<file path="src/rtl/ips2l_pcie_dma_wr_ctrl.sv">
// ips2l_pcie_dma_wr_ctrl
// Takes a packed 128-bit DW payload stream and writes it into BAR RAM at a
// DW-granular start address. Payload DWs are shifted into the RAM's 128-bit
// lanes by the start offset (address bits [3:2]). Per-byte write enables are
// generated for the partial first and last words.
// A beat accepted in cycle N produces its RAM write in cycle N+1. When the
// offset pushes the payload into one more RAM word than there are input
// beats, an extra flush write drains the held previous beat.
// Optional build macro IPS2L_PCIE_DMA_WR_FBE_LBE_EN adds i_first_be and
// i_last_be. These refine the byte enables of the first and last DW.
module ips2l_pcie_dma_wr_ctrl #(
    parameter int ADDR_WIDTH = 9
) (
    input  logic                  clk,
    input  logic                  rst,
    input  logic                  i_wr_start,
    input  logic [9:0]            i_wr_length,
    input  logic [63:0]           i_wr_addr,
    input  logic [127:0]          i_wr_data,
    input  logic                  i_wr_data_vld,
`ifdef IPS2L_PCIE_DMA_WR_FBE_LBE_EN
    input  logic [3:0]            i_first_be,
    input  logic [3:0]            i_last_be,
`endif
    output logic                  o_wr_data_rdy,
    output logic                  o_bar_wr_en,
    output logic [ADDR_WIDTH-1:0] o_bar_wr_addr,
    output logic [127:0]          o_bar_wr_data,
    output logic [15:0]           o_bar_wr_be,
    output logic                  o_wr_busy,
    output logic                  o_wr_done
);

    localparam logic [1:0] IDLE  = 2'd0;
    localparam logic [1:0] WRITE = 2'd1;
    localparam logic [1:0] FLUSH = 2'd2;
    localparam logic [1:0] DONE  = 2'd3;

    logic [1:0]            state_reg;
    logic [10:0]           len_reg;
    logic [1:0]            off_reg;
    logic [ADDR_WIDTH-1:0] addr_reg;
    logic [8:0]            in_cnt_reg;
    logic [8:0]            ram_cnt_reg;
    logic                  flush_reg;
    logic                  first_reg;
    logic [127:0]          prev_reg;
`ifdef IPS2L_PCIE_DMA_WR_FBE_LBE_EN
    logic [3:0]            fbe_reg;
    logic [3:0]            lbe_reg;
`endif

    // Start-time decode of the request.
    logic [10:0] len_start;
    logic [1:0]  off_start;
    logic [10:0] sum_in;
    logic [10:0] sum_ram;
    logic [8:0]  in_beats_start;
    logic [8:0]  ram_beats_start;

    assign len_start       = (i_wr_length == 10'd0) ? 11'd1024 : {1'b0, i_wr_length};
    assign off_start       = i_wr_addr[3:2];
    assign sum_in          = len_start + 11'd3;
    assign sum_ram         = len_start + {9'd0, off_start} + 11'd3;
    assign in_beats_start  = sum_in[10:2];
    assign ram_beats_start = sum_ram[10:2];

    // Only the RAM word and DW offset bits of the byte address are meaningful here.
    logic unused_addr_bits;
    assign unused_addr_bits = ^{i_wr_addr[63:ADDR_WIDTH+4], i_wr_addr[1:0]};

    // Beat handshake and write issue.
    logic beat_acc;
    logic do_write;
    logic is_last;
    logic [1:0] last_lane;

    assign o_wr_data_rdy = (state_reg == WRITE) && (in_cnt_reg != 9'd0);
    assign beat_acc      = o_wr_data_rdy && i_wr_data_vld;
    assign do_write      = beat_acc || (state_reg == FLUSH);
    assign is_last       = (ram_cnt_reg == 9'd1);
    assign last_lane     = off_reg + len_reg[1:0] - 2'd1;

    // Realign {cur,prev} by the DW offset; a flush has no current beat.
    logic [127:0] cur;
    logic [127:0] data_next;
    always_comb begin
        cur       = (state_reg == FLUSH) ? 128'd0 : i_wr_data;
        data_next = cur;
        case (off_reg)
            2'd0:    data_next = cur;
            2'd1:    data_next = {cur[95:0], prev_reg[127:96]};
            2'd2:    data_next = {cur[63:0], prev_reg[127:64]};
            default: data_next = {cur[31:0], prev_reg[127:32]};
        endcase
    end

    // Per-lane byte enables for the write being issued.
    logic [15:0] be_next;
    genvar gi;
    generate
        for (gi = 0; gi < 4; gi++) begin : g_lane
            logic       lane_on;
            logic [3:0] lane_be;
            assign lane_on = (!first_reg || (2'(gi) >= off_reg)) &&
                             (!is_last   || (2'(gi) <= last_lane));
            // Whole-DW enable, optionally narrowed for the first/last DW.
            always_comb begin
                lane_be = lane_on ? 4'hF : 4'h0;
`ifdef IPS2L_PCIE_DMA_WR_FBE_LBE_EN
                if (first_reg && (2'(gi) == off_reg))
                    lane_be = lane_be & fbe_reg;
                if (is_last && (2'(gi) == last_lane) && (len_reg != 11'd1))
                    lane_be = lane_be & lbe_reg;
`endif
            end
            assign be_next[4*gi +: 4] = lane_be;
        end
    endgenerate

    // Control FSM, counters and registered RAM write port.
    always_ff @(posedge clk or posedge rst) begin
        if (rst) begin
            state_reg     <= IDLE;
            len_reg       <= '0;
            off_reg       <= '0;
            addr_reg      <= '0;
            in_cnt_reg    <= '0;
            ram_cnt_reg   <= '0;
            flush_reg     <= 1'b0;
            first_reg     <= 1'b0;
            prev_reg      <= '0;
`ifdef IPS2L_PCIE_DMA_WR_FBE_LBE_EN
            fbe_reg       <= '0;
            lbe_reg       <= '0;
`endif
            o_bar_wr_en   <= 1'b0;
            o_bar_wr_addr <= '0;
            o_bar_wr_data <= '0;
            o_bar_wr_be   <= '0;
            o_wr_busy     <= 1'b0;
            o_wr_done     <= 1'b0;
        end else begin
            o_bar_wr_en <= 1'b0;
            o_wr_done   <= 1'b0;
            // Busy falls the cycle after the done pulse.
            if (o_wr_done)
                o_wr_busy <= 1'b0;

            if (do_write) begin
                o_bar_wr_en   <= 1'b1;
                o_bar_wr_addr <= addr_reg;
                o_bar_wr_data <= data_next;
                o_bar_wr_be   <= be_next;
                addr_reg      <= addr_reg + 1'b1;
                ram_cnt_reg   <= ram_cnt_reg - 9'd1;
                first_reg     <= 1'b0;
            end

            case (state_reg)
                IDLE: begin
                    if (i_wr_start) begin
                        len_reg     <= len_start;
                        off_reg     <= off_start;
                        addr_reg    <= i_wr_addr[ADDR_WIDTH+3:4];
                        in_cnt_reg  <= in_beats_start;
                        ram_cnt_reg <= ram_beats_start;
                        flush_reg   <= (ram_beats_start != in_beats_start);
                        first_reg   <= 1'b1;
                        prev_reg    <= '0;
`ifdef IPS2L_PCIE_DMA_WR_FBE_LBE_EN
                        fbe_reg     <= i_first_be;
                        lbe_reg     <= i_last_be;
`endif
                        o_wr_busy   <= 1'b1;
                        state_reg   <= WRITE;
                    end
                end
                WRITE: begin
                    if (beat_acc) begin
                        prev_reg   <= i_wr_data;
                        in_cnt_reg <= in_cnt_reg - 9'd1;
                        if (in_cnt_reg == 9'd1)
                            state_reg <= flush_reg ? FLUSH : DONE;
                    end
                end
                FLUSH: begin
                    state_reg <= DONE;
                end
                default: begin
                    o_wr_done <= 1'b1;
                    state_reg <= IDLE;
                end
            endcase
        end
    end

endmodule

</file>
<file path="config.mk">
export PLATFORM = sky130hd
export DESIGN_NAME = ips2l_pcie_dma_wr_ctrl
export DESIGN_NICKNAME = d
export VERILOG_FILES = /design/src/rtl/ips2l_pcie_dma_wr_ctrl.sv
export SDC_FILE = /design/constraint.sdc
export NUM_CORES = 1
export LEC_CHECK = 0
export ABC_AREA = 0
export CAP_MARGIN = 20
export CORE_ASPECT_RATIO = 0.75
export CORE_MARGIN = 2
export CORE_UTILIZATION = 37
export CTS_CLUSTER_DIAMETER = 50
export DETAILED_ROUTE_END_ITERATION = 7
export PLACE_DENSITY = 0.62
export SYNTH_ARGS = -nofsm -noshare
export SYNTH_HDL_FRONTEND = slang
export SYNTH_SLANG_ARGS = --single-unit
</file>
<file path="constraint.sdc">
create_clock -name clk -period 13.45 [get_ports clk]
set_input_delay 1.345 -clock clk [delete_from_list [all_inputs] [get_ports clk]]
set_output_delay 1.345 -clock clk [all_outputs]
set_load 0.01 [all_outputs]
</file>
### Logic cells by family, run 1

The bar under the picture is 50 um long.
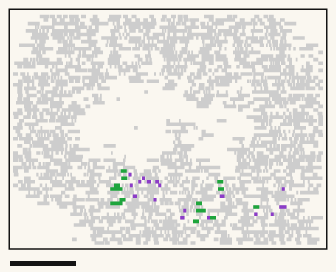
[AND and OR gates] purple | cells: 18 | most used: and2_1
[adder and majority cells] green | cells: 13 | most used: ha_1
leading cell type in the layout, fill and taps excluded: clkdlybuf4s50_1
fraction of area in multi-input gates: 0.3881
post-route non-filler standard cell count: 2492

### Track usage over the die, run 1

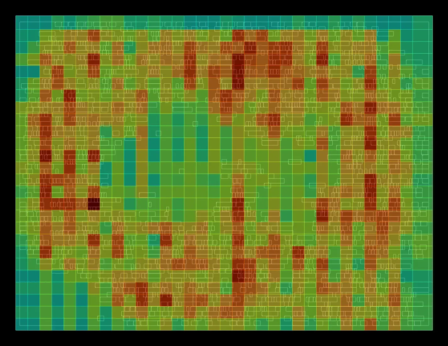
met3 track demand over resource in global routing: 0.04963
met2 usage: 0.3638
Global Route met1 Usage: 0.3265

==> impl_summary.log, run 1 <==
[flow] collecting metrics
[metrics] remaining antenna violation count after routing: 0
[metrics] clk buf depth: 3
[metrics] Post-Syn Instances: 1732
[metrics] DRT iter0 DRCs: 1026
[metrics] number of failing setup endpoints in the final timing report: 0
[metrics] Skew-Pair Late Insertion Delay: 0.52 ns
[metrics] fraction of post-synthesis cell area in the top cell type by area: 0.4486
[metrics] detail-routed net length per standard cell: 20.27 um
[metrics] port bufs: 309
[metrics] antenna violations before repair: 6
[metrics] fill cell total of the finished layout: 3868
[metrics] fraction of layout instances using a drive strength above 1: 0.09786
[metrics] Avg Inst Size Synth: 8.857 um^2
[metrics] status: finished, final reports clean
[metrics] cell at the root of the clock tree: clkbuf_16
[metrics] type of element launching the critical path: flip-flop
[metrics] shortest clock period the worst path allows after layout: 4.791 ns
[metrics] Total Neg Setup Slack: 0 ns
[metrics] Crit Reg-Reg Endpoint: prev_reg[92]
[metrics] number of warning messages in the logs: 90
[metrics] vias per std cell: 5.563
[metrics] count of instances resized after the clock tree is built: 0
[metrics] Commonest cells post-synth: nand2_1, dfrtp_1, nor2_1
[metrics] Global Route Usage Sum: 0.2333
[metrics] yosys cell count: 1732
[metrics] power density over the cells: 254.0 nW/um^2
[metrics] RSZ-0062 raised after global routing: false
[metrics] Placed Instance Area: 18570 um^2
[metrics] count of standard-cell rows: 64
[metrics] total number of vias: 13864
[metrics] critical path data required time: 12.10 ns
[metrics] TritonCTS clock tree: built
[metrics] total count of max-transition violations in the final report: 0
[metrics] Chip Area, Yosys: 15340 um^2
[metrics] number of different library cells in the post-synthesis netlist: 59
[metrics] fraction of the yosys area taken by sequential cells: 0.4486
[metrics] depth of the worst hold-timing path: 2
[metrics] Critical path destination: o_wr_data_rdy
[metrics] Post-synth top flop: dfrtp_1
[metrics] CTS sink cnt: 275
[metrics] Final nets: 2156
[metrics] number of violations of the max-capacitance limit: 0
[metrics] library cell with the largest summed area after synthesis: dfrtp_1
[metrics] cell count of the worst reg-to-reg path: 9
[metrics] ys async rst share: 1.000
[metrics] flip-flops with a built-in enable: 0
[metrics] arrival time at the worst endpoint: 3.45 ns
[metrics] pin slew with the least headroom to its limit: 1.140 ns
[metrics] combinational cell area excluding buffers and inverters: 7696 um^2
[metrics] die outline height: 180.3 um
[metrics] CP Capture Type: output pin
[metrics] sum of net half-perimeters after detailed placement: 31460 um
[metrics] Seq cells post-synth: 275
[metrics] top cells by area in the synthesized netlist: dfrtp_1, nand2_1, o21ai_0
[metrics] worst vdd rail ir drop: 0.1744 mV
[metrics] post-CTS setup buffer count: 0
[metrics] largest net degree at the start of global routing: 173
[metrics] DIE WIDTH: 239.1 um
[metrics] wire length of the first global-routing pass: 80030 um
[metrics] synthesized net count: 1951
[metrics] Register-to-Register Setup Slack: 9.49 ns
[metrics] largest driver fanout on the critical path: 72
### Sequential cells grouped by signal name, run 1

The bar under the picture is 50 um long.
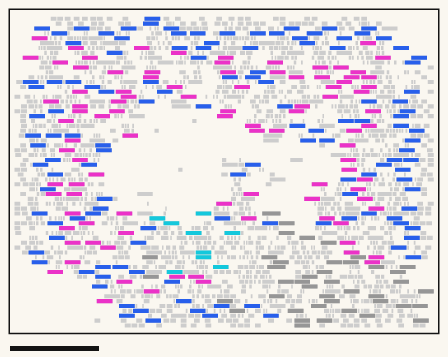
[o_bar_wr_data] blue | flops: 128 | where: widely spread
[prev_reg] magenta | flops: 96
[in_cnt_reg] cyan | flops: 9
sequential cell area: 6889 um^2
register share of the cell area: 0.3474
sequential group power: 1.47 mW
Post-Route Utilization: 0.4856

## run 1: layer usage
layer	up-vias	wire length (um)	global-route usage
met5	-	27	0
met4	4	1234	0.06750
met3	77	3463	0.04963
met2	505	22720	0.3638
met1	6810	23070	0.3265
li1	6468	-	-
## run 1: stage by stage
| step | util | power [mW] | hold WS [ns] | setup slack, ns | std cells |
|---|---|---|---|---|---|
| 3_5_place_dp | 0.4547 | 4.058 | 0.4541 | 9.168 | 2425 |
| 4_1_cts | 0.4841 | 5.061 | 0.4691 | 8.686 | 2488 |
| 2_1_floorplan | - | 3.045 | 0.4334 | 4.525 | 1732 |
| 3_3_place_gp | 0.4547 | 4.011 | 0.4421 | 9.140 | 2425 |
| 6_report | 0.4856 | 5.037 | 0.4632 | 8.659 | 2492 |
| 5_1_grt | 0.4856 | 5.412 | 0.4903 | 8.553 | 2492 |
## run 1: worst min-delay path by stage
stage	start	end	slack, ns
2_1_floorplan	prev_reg[62]	prev_reg[62]	0.43
3_3_place_gp	o_wr_done	o_wr_busy	0.44
3_5_place_dp	prev_reg[62]	prev_reg[62]	0.45
4_1_cts	prev_reg[59]	prev_reg[59]	0.47
5_1_grt	prev_reg[58]	prev_reg[58]	0.49
6_report	o_bar_wr_addr[4]	o_bar_wr_addr[4]	0.46
## run 1: critical path, stage by stage (launching register included)
cell and delay (ns):
dfrtp_1 0.43, inv_1 0.13, ha_4 0.47, buf_4 0.72
inv_1 0.20, nor2_1 0.24, clkdlybuf4s50_1 0.57
## run 1: cells by family (layout without fill, tap and decap cells)
family | after synthesis | after routing | synth area share
simple gates | 695 | 695 | 0.1929
compound gates | 428 | 428 | 0.1743
flops | 275 | 275 | 0.4486
buf+inv | 180 | 410 | 0.05530
mux | 111 | 111 | 0.1007
xor+xnor | 30 | 30 | 0.01713
fa+ha+maj | 13 | 13 | 0.01109
other cells | 0 | 2 | 0
## run 1: layout by cell type (no fill, tap or decap), types with 28 or more instances in the layout
| master | Yosys | routed |
|---|---|---|
| a21o_1 | 36 | 36 |
| a21oi_1 | 82 | 81 |
| a221oi_1 | 39 | 39 |
| a22oi_1 | 59 | 59 |
| clkbuf_16 | 0 | 37 |
| clkdlybuf4s50_1 | 0 | 309 |
| dfrtp_1 | 275 | 273 |
| mux2_2 | 67 | 67 |
| mux4_2 | 28 | 28 |
| nand2_1 | 307 | 307 |
| nand3_1 | 103 | 103 |
| nor2_1 | 214 | 211 |
| nor2b_1 | 30 | 30 |
| o21ai_0 | 165 | 165 |
## run 1: power breakdown
part / leakage, nW / switching [mW] / internal, mW / total [mW]
registers: 3.45 / 0.304 / 1.17 / 1.47
clock network: 0.588 / 0.384 / 0.599 / 0.983
logic: 4.58 / 1.48 / 1.10 / 2.58
## run 1: cell type report
class / instances / share of cell area
clock inverter: 19 / 0.01117
clock buffer: 44 / 0.04953
tap: 528 / 0.03331
timing repair buffer: 327 / 0.1661
inverter: 20 / 0.004227
sequential: 275 / 0.3474
antenna: 2 / 0.0002524
multi-input combinational: 1277 / 0.3881
### Routed metal, one colour a layer, run 1

The bar under the picture is 50 um long.
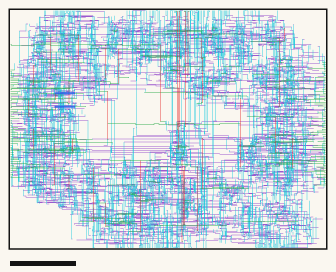

--- run 2 (diff from run 1) ---
Clock period 13.45 ns to 4.94 ns, I/O delays scaled along.
### Routed metal, one colour a layer, run 2

The bar under the picture is 50 um long.
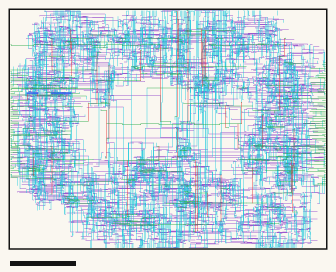
[met1] purple | wire length: 22.4 mm
[met5] blue | wire length: 21.2 um
[met2] cyan | wire length: 23.5 mm
[met4] red | wire length: 1150 um
[met3] green | wire length: 3570 um
total number of vias: 14025
Global Route Usage Sum: 0.2362
Routed WL: 50700 um
detail-routed net length per standard cell: 20.29 um

==> run 2 against run 1 <==
  * Total power grew to 2.8 times the previous value
  * Final cell count grew 0.28%
  * Worst hold slack gained 0.0019 ns
  * Design area grew 1.1%
  * Area after synthesis did not move
  * Synthesized cell count stayed put
  * Critical endpoint is now o_bar_wr_data[57]
==> impl_summary.log, run 2 <==
[flow] collecting metrics
[metrics] status: finished, final reports clean
[metrics] Skew-Pair Late Insertion Delay: 0.52 ns
[metrics] total count of max-transition violations in the final report: 0
[metrics] power density over the cells: 700.0 nW/um^2
[metrics] H-Tree Depth: 2
[metrics] gate family responsible for the most delay along the worst path: AND-OR/OR-AND gates
[metrics] Avg Inst Size Synth: 8.857 um^2
[metrics] CTS clk-pin slew, worst paths: 0.06 ns
[metrics] number of violations of the max-capacitance limit: 0
[metrics] CTS sink cnt: 275
[metrics] Placeable Area: 40840 um^2
[metrics] post-cts hold-fix buffer tally: 0
[metrics] CP Capture Type: flip-flop
[metrics] post-CTS setup buffer count: 0
[metrics] cell count of the worst reg-to-reg path: 8
[metrics] Placed Instance Area: 18660 um^2
[metrics] Chip Area, Yosys: 15340 um^2
[metrics] fill cell total of the finished layout: 3776
[metrics] number of warning messages in the logs: 87
[metrics] final routed DRC violation total: 0
[metrics] total number of yosys warnings: 0
[metrics] wire length of the first global-routing pass: 81180 um
[metrics] sum of net half-perimeters after detailed placement: 32050 um
[metrics] core utilization at floorplan: 0.3756
[metrics] remaining antenna violation count after routing: 0
[metrics] Post-synth top flop: dfrtp_1
[metrics] die outline height: 180.3 um
[metrics] sequential cell area: 6889 um^2
[metrics] number of different library cells in the post-synthesis netlist: 59
[metrics] clk buf depth: 3
[metrics] fraction of post-synthesis cell area in the top cell type by area: 0.4486
[metrics] slew margin rel.: 0.2124
[metrics] top cells by area in the synthesized netlist: dfrtp_1, nand2_1, o21ai_0
[metrics] Post-Syn Instances: 1732
[metrics] largest driver fanout on the critical path: 172
[metrics] slowest stage cell on the critical path: ha_4
[metrics] Endpoint, Worst Hold: prev_reg[44]
[metrics] number of hold-slack violations in the final timing report: 0
[metrics] count of instances resized after the clock tree is built: 0
[metrics] Hold Path Class: flip-flop to flip-flop
[metrics] library cell with the largest summed area after synthesis: dfrtp_1
[metrics] CP Cell Sequence: inv_1 > ha_4 > nand2_1 > a21oi_4 > nor2_4 > buf_12 > a221oi_1 > nor2_1
[metrics] Final nets: 2160
[metrics] count of standard-cell rows: 64
[metrics] post-synthesis instance area: 15340 um^2
[metrics] yosys cell count: 1732
[metrics] Post-Route Utilization: 0.4908
[metrics] port bufs: 309
[metrics] crit-path max cell delay: 0.62 ns
[metrics] top library cells by usage in the layout, fill and taps aside: clkdlybuf4s50_1, nand2_1, dfrtp_1
[metrics] DRT iter0 DRCs: 1126
[metrics] leading cell type in the layout, fill and taps excluded: clkdlybuf4s50_1
[metrics] pin slew with the least headroom to its limit: 1.181 ns
[metrics] flip-flops with a built-in enable: 0
[metrics] Total Neg Setup Slack: 0 ns
[metrics] RSZ-0062 raised after global routing: false
[metrics] P&R area growth vs syn: 30.67%
[metrics] fraction of the yosys area taken by sequential cells: 0.4486
[metrics] most numerous cell in the Yosys netlist: nand2_1
[metrics] Die Area: 43120 um^2
[metrics] part of the cycle the worst path needs: 0.7034
[metrics] synthesized net count: 1951
[metrics] ys async rst share: 1.000
[metrics] Commonest cells post-synth: nand2_1, dfrtp_1, nor2_1
[metrics] vias per std cell: 5.612
[metrics] TritonCTS clock tree: built
[metrics] CTS buffer count: 36
[metrics] cell area after layout: 20050 um^2
[metrics] Seq cells post-synth: 275
[metrics] worst clock skew: 0.01993 ns
[metrics] overall overflow remaining after global route: 0
[metrics] number of failing setup endpoints in the final timing report: 0
[metrics] Leakage: 8.712 nW
[metrics] number of buffers and inverters on the critical path: 2
[metrics] r2r startpoint: state_reg[1]
[metrics] number of flip-flops under the largest register name: 128
[metrics] worst vdd rail ir drop: 0.5135 mV
[metrics] critical path type: flip-flop to flip-flop
[metrics] total I/O pin count: 363
[metrics] via count of the first global-routing pass: 14085
[metrics] arrival time at the worst endpoint: 3.86 ns
[metrics] critical path data required time: 5.32 ns
[metrics] number of optimization iterations in the first detailed-route pass: 5
[metrics] largest net degree at the start of global routing: 173
[metrics] start point of the worst min-delay path: prev_reg[44]
[metrics] depth of the worst hold-timing path: 2
[metrics] combinational cell area excluding buffers and inverters: 7696 um^2
[metrics] DIE WIDTH: 239.1 um
[metrics] Final GP Congestion: 0.8525
[metrics] antenna violations before repair: 4
[metrics] fraction of layout instances using a drive strength above 1: 0.1011
[metrics] Crit Reg-Reg Endpoint: o_bar_wr_data[57]
[metrics] maximum operating frequency: 287.8 MHz
[metrics] shortest clock period the worst path allows after layout: 3.475 ns
[metrics] type of element launching the critical path: flip-flop
[metrics] Register-to-Register Setup Slack: 1.47 ns
[metrics] cell at the root of the clock tree: clkbuf_16
## run 2: cell type report
cell class,instances,area share
multi-input combinational,1277,0.3839
inverter,20,0.003995
clock buffer,43,0.04831
clock inverter,23,0.01898
tap,528,0.03296
antenna,2,0.0002497
sequential,275,0.3437
timing repair buffer,331,0.1679
## run 2: worst register-to-register path, cell delays in order (launching register included)
cell      delay [ns]
dfrtp_1         0.42
inv_1           0.13
ha_4            0.62
nand2_1         0.28
a21oi_4         0.57
nor2_4          0.09
buf_12          0.23
a221oi_1        0.92
nor2_1          0.08
## run 2: logic make-up (layout without fill, tap and decap cells)
family	Yosys count	in the layout	synth area share
xor gates and xnor gates	30	30	0.01713
and+or+nand+nor	695	695	0.1929
other	0	2	0
buffers and inverters	180	417	0.05530
DFF	275	275	0.4486
muxes	111	111	0.1007
AOI/OAI and AO/OA	428	428	0.1743
adders and majority gates	13	13	0.01109
## run 2: per-stage QoR
step | instances | worst slack, ns | hold WS [ns] | total power, mW
6_report | 2499 | 1.465 | 0.4651 | 14.03
5_1_grt | 2498 | 1.301 | 0.4759 | 15.09
4_1_cts | 2496 | 1.541 | 0.4683 | 14.13
3_5_place_dp | 2430 | 1.565 | 0.4544 | 11.10
3_3_place_gp | 2430 | 1.620 | 0.4443 | 10.97
2_1_floorplan | 1732 | 0.8086 | 0.4334 | 8.291
## run 2: how the worst max path moves through the flow
| stage | startpoint | end | slack (ns) | depth (start not counted) |
|---|---|---|---|---|
| after floorplan | rst | addr_reg[0] | 0.81 | 1 |
| after global placement | state_reg[1] | addr_reg[0] | 1.62 | 9 |
| after detailed placement | state_reg[1] | addr_reg[0] | 1.57 | 9 |
| after global routing | state_reg[1] | addr_reg[0] | 1.30 | 9 |
| after CTS | state_reg[1] | addr_reg[0] | 1.54 | 9 |
| final | state_reg[1] | o_bar_wr_data[57] | 1.47 | 8 |
## run 2: power by group
group | internal, mW | leakage, nW | switching (mW)
clock | 1.90 | 0.652 | 1.08
sequential | 3.17 | 3.45 | 0.749
combinational | 3.04 | 4.61 | 4.09
total | 8.11 | 8.71 | 5.92
## run 2: layer usage
metal  vias up  GRT usage  share of wire
met5         -          0        0.00041
met2       539     0.3781           0.46
met4         4    0.06150          0.023
li1       6475          -              -
met1      6921     0.3295           0.44
met3        86    0.04305          0.070
### Track usage over the die, run 2

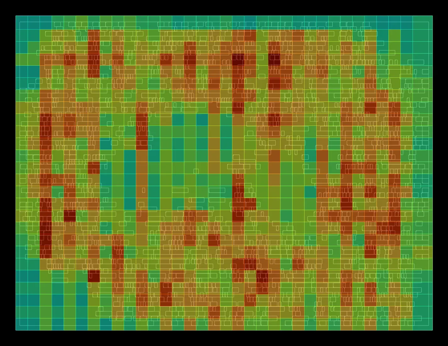

--- run 3 (diff from run 2) ---
Clock period 4.94 ns to 3.51 ns, I/O delays scaled along.
### Track usage over the die, run 3

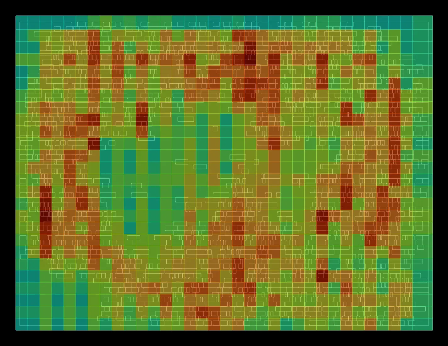
met3 track demand over resource in global routing: 0.04596
layer with the highest usage after global routing: met2
detail-routed net length per standard cell: 20.32 um

==> run 3 against run 2 <==
  * Synthesized cell count is the same
  * Clock power rose by 25%
  * Die size is the same
  * Clock skew rose by 0.0042 ns
  * Worst hold slack got worse by 0.18 ns
  * First-iteration DRC count is 3.9% lower
  * Sequential share of layout area about the same
  * Non-clock buffer count is 10 higher
  * Area after synthesis did not move
  * Via count is 0.23% lower
  * Critical endpoint is now o_wr_data_rdy
  * Largest cell class unchanged
  * Highest routed layer unchanged
==> impl_summary.log, run 3 <==
[flow] collecting metrics
[metrics] Post-synth top flop: dfrtp_1
[metrics] sum of net half-perimeters after detailed placement: 33020 um
[metrics] Hold Path Class: primary input to async pin
[metrics] post-synthesis instance area: 15340 um^2
[metrics] number of different library cells in the post-synthesis netlist: 59
[metrics] count of standard-cell rows: 64
[metrics] Placed Instance Area: 18830 um^2
[metrics] r2r startpoint: state_reg[1]
[metrics] Skew-Pair Late Insertion Delay: 0.53 ns
[metrics] shortest clock period the worst path allows after layout: 3.071 ns
[metrics] post-cts hold-fix buffer tally: 0
[metrics] post-CTS setup buffer count: 0
[metrics] wire length of the first global-routing pass: 80700 um
[metrics] power density over the cells: 971.5 nW/um^2
[metrics] number of warning messages in the logs: 91
[metrics] number of failing setup endpoints in the final timing report: 0
[metrics] RSZ-0062 raised after global routing: false
[metrics] placement-stage worst setup slack: 0.5747 ns
[metrics] Crit Reg-Reg Endpoint: prev_reg[73]
[metrics] CTS sink cnt: 275
[metrics] die outline height: 180.3 um
[metrics] clk buf depth: 3
[metrics] Chip Area, Yosys: 15340 um^2
[metrics] fraction of layout instances using a drive strength above 1: 0.1043
[metrics] largest net degree at the start of global routing: 139
[metrics] top library cells by usage in the layout, fill and taps aside: clkdlybuf4s50_1, nand2_1, dfrtp_1
[metrics] Register-to-Register Setup Slack: 0.58 ns
[metrics] DIE WIDTH: 239.1 um
[metrics] pin slew with the least headroom to its limit: 0.8889 ns
[metrics] fraction of post-synthesis cell area in the top cell type by area: 0.4486
[metrics] type of element launching the critical path: flip-flop
[metrics] leading cell type in the layout, fill and taps excluded: clkdlybuf4s50_1
[metrics] slew margin rel.: 0.4060
[metrics] CP Capture Type: output pin
[metrics] final setup slack of the worst path: 0.4387 ns
[metrics] Hold Worst Slack: 0.2802 ns
[metrics] Placeable Area: 40840 um^2
[metrics] top cells by area in the synthesized netlist: dfrtp_1, nand2_1, o21ai_0
[metrics] core utilization at floorplan: 0.3756
[metrics] CP Cell Sequence: inv_1 > ha_4 > inv_1 > nor2_1 > clkdlybuf4s50_1
[metrics] worst vdd rail ir drop: 0.9879 mV
[metrics] total number of vias: 13993
[metrics] CTS clk-pin slew, worst paths: 0.06 ns
[metrics] library cell with the largest summed area after synthesis: dfrtp_1
[metrics] DRT iter0 DRCs: 1082
[metrics] synthesized net count: 1951
[metrics] TritonCTS clock tree: built
[metrics] crit-path max cell delay: 0.60 ns
[metrics] yosys cell count: 1732
[metrics] cell at the root of the clock tree: clkbuf_16
[metrics] fraction of the yosys area taken by sequential cells: 0.4486
[metrics] critical path type: flip-flop to output pin
[metrics] antenna violations before repair: 6
[metrics] final routed DRC violation total: 0
[metrics] critical path's most frequent cell: inv_1
[metrics] worst clock skew: 0.02409 ns
[metrics] Final nets: 2170
[metrics] total number of yosys warnings: 0
[metrics] critical path data required time: 3.16 ns
[metrics] H-Tree Depth: 2
[metrics] cell area after layout: 20040 um^2
[metrics] Seq cells post-synth: 275
[metrics] Post-Syn Instances: 1732
[metrics] P&R area growth vs syn: 30.65%
[metrics] slowest stage cell on the critical path: clkdlybuf4s50_1
[metrics] vias per std cell: 5.582
[metrics] maximum operating frequency: 325.6 MHz
[metrics] total count of max-transition violations in the final report: 0
[metrics] number of flip-flops under the largest register name: 128
[metrics] arrival time at the worst endpoint: 2.72 ns
[metrics] port bufs: 309
[metrics] Leakage: 8.711 nW
[metrics] Avg Inst Size Synth: 8.857 um^2
[metrics] remaining antenna violation count after routing: 0
[metrics] number of hold-slack violations in the final timing report: 0
[metrics] largest driver fanout on the critical path: 51
[metrics] CTS buffer count: 36
[metrics] status: finished, final reports clean
[metrics] Total Neg Setup Slack: 0 ns
[metrics] total I/O pin count: 363
[metrics] part of the cycle the worst path needs: 0.8750
[metrics] Routed WL: 50940 um
[metrics] number of optimization iterations in the first detailed-route pass: 6
[metrics] Global Route Usage Sum: 0.2359
[metrics] Die Area: 43120 um^2
[metrics] most numerous cell in the Yosys netlist: nand2_1
[metrics] flip-flops with a built-in enable: 0
[metrics] count of instances resized after the clock tree is built: 0
[metrics] gate family responsible for the most delay along the worst path: buffers and inverters
[metrics] cell count of the worst reg-to-reg path: 7
[metrics] Final GP Congestion: 0.8834
[metrics] number of buffers and inverters on the critical path: 3
[metrics] number of violations of the max-capacitance limit: 0
[metrics] via count of the first global-routing pass: 14077
[metrics] ys async rst share: 1.000
[metrics] overall overflow remaining after global route: 0
[metrics] Commonest cells post-synth: nand2_1, dfrtp_1, nor2_1
-- run 3: netlist changes by cell type in the layout (fill, tap and decap cells not counted), sizes merged --
cell,before,now
clkbuf,43,49
diode,2,4
buf,22,32
inv,26,21
bufinv,9,2
clkinv,4,6
-- run 3: power breakdown --
group	internal [mW]	switching, mW
Clock	2.25	1.47
Sequential	4.47	0.979
Combinational	4.39	5.91
-- run 3: stage by stage --
stage / total power [mW] / utilization / cells
after global placement: 15.60 / 0.4612 / 2441
after detailed placement: 15.81 / 0.4612 / 2441
after floorplan: 11.67 / - / 1732
after CTS: 19.61 / 0.4905 / 2503
final: 19.47 / 0.4908 / 2507
after global routing: 20.88 / 0.4907 / 2506
-- run 3: logic make-up after synthesis --
family	after synthesis	share of synthesized area
AND-OR/OR-AND	428	0.1743
XOR/XNOR	30	0.01713
adder cells (fa/ha/maj)	13	0.01109
buffers and inverters	180	0.05530
flip-flops	275	0.4486
multiplexers	111	0.1007
AND/OR/NAND/NOR	695	0.1929
-- run 3: layer usage --
layer / vias up / global-route usage / share of wire
met3: 91 / 0.04596 / 0.073
met2: 565 / 0.3669 / 0.45
met1: 6843 / 0.3318 / 0.45
li1: 6488 / - / -
met4: 6 / 0.07350 / 0.025
met5: - / 0 / 0.00069
-- run 3: final cells by class --
cell class              count  area [um^2]
clock buffers              49         1050
well taps                 528        660.6
flip-flops and latches    275         6889
inverters                  20        80.08
multi-input cells        1277         7696
diodes                      4        10.01
fillers                  3793        20800
clock inverters            13        148.9
repair buffers            341         3508
-- run 3: how the worst max path moves through the flow --
stage / start / to / cells past startpoint
after floorplan: rst / addr_reg[0] / 1
after detailed placement: state_reg[1] / prev_reg[73] / 7
final: state_reg[1] / o_wr_data_rdy / 5
after CTS: state_reg[1] / o_wr_data_rdy / 5
after global placement: state_reg[1] / prev_reg[43] / 7
after global routing: state_reg[1] / o_wr_data_rdy / 5
-- run 3: worst reg2reg max path, stage by stage, from the launching register on --
cell,delay (ns)
dfrtp_1,0.43
inv_1,0.13
ha_4,0.58
nor2_1,0.22
a21oi_4,0.73
buf_4,0.58
nand2_1,0.14
nand2_1,0.07
No activity file was given, so power comes from the tool's default toggle rates.
